`src/rtl/bus_arbiter_rr.sv`:
```
`default_nettype none
// ============================================================================
// Module      : bus_arbiter_rr
// Description : Two-requester round-robin arbiter for the shared snooping bus
//               and L2 port. Sequences tenure as grant -> hold -> release ->
//               turnaround. Drives the owner select for the L2 address/data
//               mux.
//               Optional tenure timeout enabled by macro BUS_ARB_TIMEOUT_EN.
// Revision    : 1.0 - initial release
// ============================================================================
module bus_arbiter_rr #(
    parameter int TURNAROUND = 1,   // idle cycles between tenures (0..7)
    parameter int MAX_HOLD   = 16,  // tenure limit with timeout enabled (2..255)
    parameter int HOLD_W     = 8    // tenure counter width, 2^HOLD_W > MAX_HOLD
) (
    input  logic              clk,
    input  logic              reset,
    input  logic              req_core1,
    input  logic              req_core2,
    input  logic              flush_in1,
    input  logic              flush_in2,
    output logic              grant_core1,
    output logic              grant_core2,
    output logic              bus_busy,
    output logic              bus_sel,
    output logic [HOLD_W-1:0] hold_cnt,
    output logic              timeout_err,
    output logic              err_core
);

    typedef enum logic [1:0] {
        IDLE = 2'd0,
        OWN1 = 2'd1,
        OWN2 = 2'd2,
        TURN = 2'd3
    } state_t;

    // Turnaround length 0 skips TURN entirely, so release lands in IDLE.
    localparam logic [2:0] c_TURN_LAST = (TURNAROUND == 0) ? 3'd0 : 3'(TURNAROUND - 1);
    localparam state_t     c_AFTER_REL = (TURNAROUND == 0) ? IDLE : TURN;

    // Reject illegal parameter combinations at elaboration.
    generate
        if (TURNAROUND < 0 || TURNAROUND > 7 || MAX_HOLD < 2 || MAX_HOLD > 255 ||
            (MAX_HOLD >> HOLD_W) != 0) begin : g_param_check
            $error("bus_arbiter_rr: illegal parameter combination");
        end
    endgenerate

    state_t              state_q, state_d;
    logic                grant1_q, grant1_d;
    logic                grant2_q, grant2_d;
    logic                busy_q, busy_d;
    // last_owner doubles as the bus select: both change only on tenure entry.
    logic                last_owner_q, last_owner_d;
    logic [HOLD_W-1:0]   hold_cnt_q, hold_cnt_d;
    logic [2:0]          turn_cnt_q, turn_cnt_d;
    logic                timeout_err_q, timeout_err_d;
    logic                err_core_q, err_core_d;

    logic                w_cand1;
    logic                w_cand2;
    logic                w_own_req;
    logic                w_own_flush;
    logic                w_timeout;

    // A request with a same-cycle flush does not compete.
    assign w_cand1     = req_core1 & ~flush_in1;
    assign w_cand2     = req_core2 & ~flush_in2;
    // In OWNx the current owner is last_owner; only its inputs matter.
    assign w_own_req   = last_owner_q ? req_core2 : req_core1;
    assign w_own_flush = last_owner_q ? flush_in2 : flush_in1;

`ifdef BUS_ARB_TIMEOUT_EN
    localparam logic [HOLD_W-1:0] c_HOLD_LAST = HOLD_W'(MAX_HOLD - 1);
    assign w_timeout = (hold_cnt_q == c_HOLD_LAST);
`else
    assign w_timeout = 1'b0;
`endif

    // Next-state and next-output computation for the tenure sequencer.
    always_comb begin
        state_d       = state_q;
        last_owner_d  = last_owner_q;
        hold_cnt_d    = hold_cnt_q;
        turn_cnt_d    = turn_cnt_q;
        timeout_err_d = 1'b0;
        err_core_d    = err_core_q;
        case (state_q)
            IDLE: begin
                // Tie goes to the core that did not own the bus last.
                if (w_cand1 && (!w_cand2 || last_owner_q)) begin
                    state_d      = OWN1;
                    last_owner_d = 1'b0;
                    hold_cnt_d   = '0;
                end else if (w_cand2) begin
                    state_d      = OWN2;
                    last_owner_d = 1'b1;
                    hold_cnt_d   = '0;
                end
            end
            OWN1, OWN2: begin
                if (!w_own_req || w_own_flush) begin
                    state_d    = c_AFTER_REL;
                    turn_cnt_d = c_TURN_LAST;
                end else if (w_timeout) begin
                    state_d       = c_AFTER_REL;
                    turn_cnt_d    = c_TURN_LAST;
                    timeout_err_d = 1'b1;
                    err_core_d    = last_owner_q;
                end else if (hold_cnt_q != '1) begin
                    hold_cnt_d = hold_cnt_q + 1'b1;
                end
            end
            TURN: begin
                if (turn_cnt_q == 3'd0) begin
                    state_d = IDLE;
                end else begin
                    turn_cnt_d = turn_cnt_q - 3'd1;
                end
            end
            default: state_d = IDLE;
        endcase
        grant1_d = (state_d == OWN1);
        grant2_d = (state_d == OWN2);
        busy_d   = grant1_d | grant2_d;
    end

    // State and registered outputs; reset favours core1 on first contention.
    always_ff @(posedge clk or posedge reset) begin
        if (reset) begin
            state_q       <= IDLE;
            grant1_q      <= 1'b0;
            grant2_q      <= 1'b0;
            busy_q        <= 1'b0;
            last_owner_q  <= 1'b1;
            hold_cnt_q    <= '0;
            turn_cnt_q    <= 3'd0;
            timeout_err_q <= 1'b0;
            err_core_q    <= 1'b0;
        end else begin
            state_q       <= state_d;
            grant1_q      <= grant1_d;
            grant2_q      <= grant2_d;
            busy_q        <= busy_d;
            last_owner_q  <= last_owner_d;
            hold_cnt_q    <= hold_cnt_d;
            turn_cnt_q    <= turn_cnt_d;
            timeout_err_q <= timeout_err_d;
            err_core_q    <= err_core_d;
        end
    end

    assign grant_core1 = grant1_q;
    assign grant_core2 = grant2_q;
    assign bus_busy    = busy_q;
    assign bus_sel     = last_owner_q;
    assign hold_cnt    = hold_cnt_q;
    assign timeout_err = timeout_err_q;
    assign err_core    = err_core_q;

endmodule
`default_nettype wire

```
`config.mk`:
```
export PLATFORM = sky130hd
export DESIGN_NAME = bus_arbiter_rr
export DESIGN_NICKNAME = d
export VERILOG_FILES = /design/src/rtl/bus_arbiter_rr.sv
export SDC_FILE = /design/constraint.sdc
export NUM_CORES = 1
export LEC_CHECK = 0
export ABC_AREA = 1
export CORE_ASPECT_RATIO = 0.7
export CORE_MARGIN = 2
export CORE_UTILIZATION = 25
export DETAILED_ROUTE_END_ITERATION = 10
export SKIP_LAST_GASP = 1
export SLEW_MARGIN = 20
export SYNTH_ARGS = -nofsm -noshare
export SYNTH_HDL_FRONTEND = slang
export SYNTH_SLANG_ARGS = --single-unit
```
`constraint.sdc`:
```
create_clock -name clk -period 1.85 [get_ports clk]
set_clock_uncertainty 0.1 [all_clocks]
set_input_delay 0.185 -clock clk [delete_from_list [all_inputs] [get_ports clk]]
set_output_delay 0.185 -clock clk [all_outputs]
set_load 0.05 [all_outputs]
```
==> images/layers.png <==
Drawn at 6 px/µm. Only two layers are drawn.
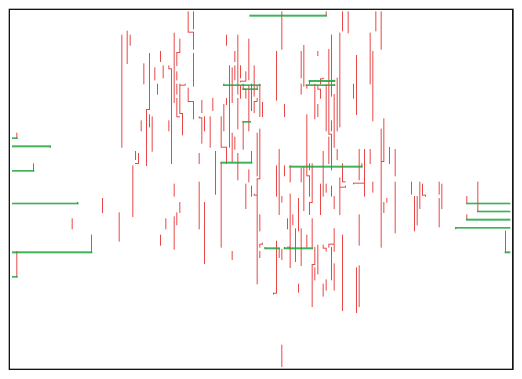
legend:
  red:
    layer: M2
    wire_length: 895 µm
  green:
    layer: M3
    wire_length: 119 µm
Avg WL per Cell: 10.0 µm
DR vias: 954
gr usage total: 9.79%
DRT Wirelength: 2.33 mm

==> images/port_trees.png <==
Drawn at 3 px/µm.
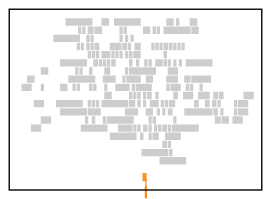
legend:
  orange:
    port: err_core
    direction: output
    edge: south
    end_cells: 1
    wire: 3.60 µm
Port Buf Inserts: 17
io pins: 20

==> images/pinout.png <==
Drawn at 6 px/µm. Pins as bars across the die edge, other pins in gray.
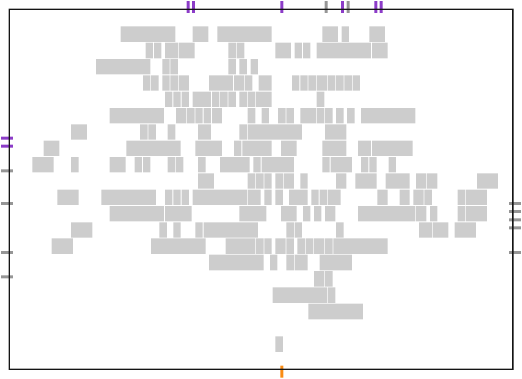
legend:
  orange:
    port: err_core
    pins: 1
    direction: output
    edge: south
  purple:
    port: hold_cnt
    pins: 8
    direction: output
    edge: 6 north, 2 west
die height: 59.8 µm
Chip Width: 83.7 µm

==> images/placed.png <==
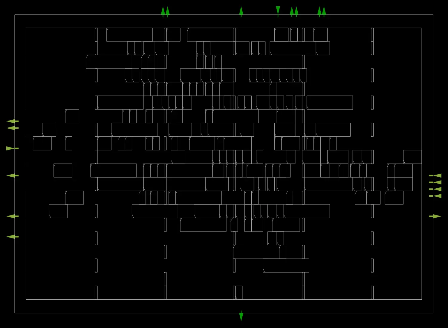
Core Util, Final: 32.8%
flop share of the area: 30.2%
Post-Layout Cell Count: 233
FP Rows: 20

==> flow_summary.yaml <==
# flow metrics
status:
  outcome: "completed"
grt:
  grt_pass1_wl_mm: 3.97
  overflow: 0
  grt_max_degree: 18
  grt.busiest_layer: "met1"
  grt_pass1_vias: 893
  grt_use_met2_pct: 13.9
  groute.layer.met3.usage_pct: 1.66
  antenna_found_initial: 0
floorplanning:
  tapCellCount: 55
  core_um2: 4300
  die-area_um2: 5000
setup_path:
  timing.rr.start: "state_q[0]"
  path_depth: 10
  cp.required_ns: 1.90
  crit_chain: "inv_1 -> ha_2 -> inv_2 -> nand2_1 -> nand2_1 -> nand3_1 -> nand2_2 -> inv_1 -> ha_1 -> inv_1"
  arrival_ns: 1.79
  r2r_end: "bus_busy"
  end_kind: "flop"
  cpLargestDelayFamily: "adder cells"
final_timing:
  worst_pin_slew_ns: 0.503
  whs_ns: 0.149
  max_freq_mhz: 575
  slew_viol_final: 0
  setup_slack_ns: 0.111
  post-route-period-util_pct: 94.0
  period_minus_slack_ns: 1.74
  tns_ns: 0
  finalHoldViolCount: 0
final_layout:
  drive_gt1_share_pct: 23.0
  dominant_cells: "combinational gates"
  nMultiInputCombCells: 111
  antennaDiodeCount: 0
  nets: 191
  clock_cell_area_share_pct: 3.19
  buffer_area_share_pct: 13.1
  buffers: 22
  logic_area_um2: 598
  layout_top_cell: "nand2_1"
  inv_count: 24
yosys:
  yosysTopAreaCell: "dfrtp_1"
  synth-edff-count: 0
  synth_cell_types: 23
  ys_async_sr_fraction_pct: 100
  synth_top_flop_cell: "dfrtp_1"
  top_cells_by_count: "nand2_1, inv_1, dfrtp_1, nand3_1, nor2_1"
  ys_area_um2: 1110
  netlist_instances: 154
place:
  place.gp.congestion: 0.801
  dpl-instance-area_um2: 1320
job:
  warnings: 27
  drv_cap: 0
clock_tree:
  cts_buffers: 3
  cts_tree: "yes"
detailed_routing:
  met3_length_um: 118
  vias_per_cell: 4.09
  first_iter_violations: 65
power:
  p_leak_nw: 0.742
  combPwrFrac_pct: 61.9
  p_int_mw: 1.12
## worst max path at each step
stage                              to        start  slack, ns
final                        bus_busy   state_q[0]       0.11
after global routing         bus_busy   state_q[0]      0.009
after CTS                    bus_busy   state_q[0]       0.04
after detailed placement     bus_busy   state_q[0]       0.04
after global placement       bus_busy   state_q[0]       0.04
after floorplan           hold_cnt[6]  hold_cnt[0]       0.11
## state kept, by name, indices dropped and copies added, names as in the netlist
signal	flops
bus_busy	1
bus_sel	1
grant_core1	1
grant_core2	1
hold_cnt	8
state_q	2
turn_cnt_q	3
## kinds of logic (layout without fill, tap and decap cells)
family,count (synthesis),in the layout,share of synthesized area [%]
other cells,1,2,0.338
xor+xnor,1,1,0.788
compound gates,8,8,5.07
simple gates,94,94,38.2
flops,17,17,38.4
buf+inv,27,50,10.5
fa+ha+maj,6,6,6.76
Power figures rest on the tool's default switching activity, not on a simulated workload.
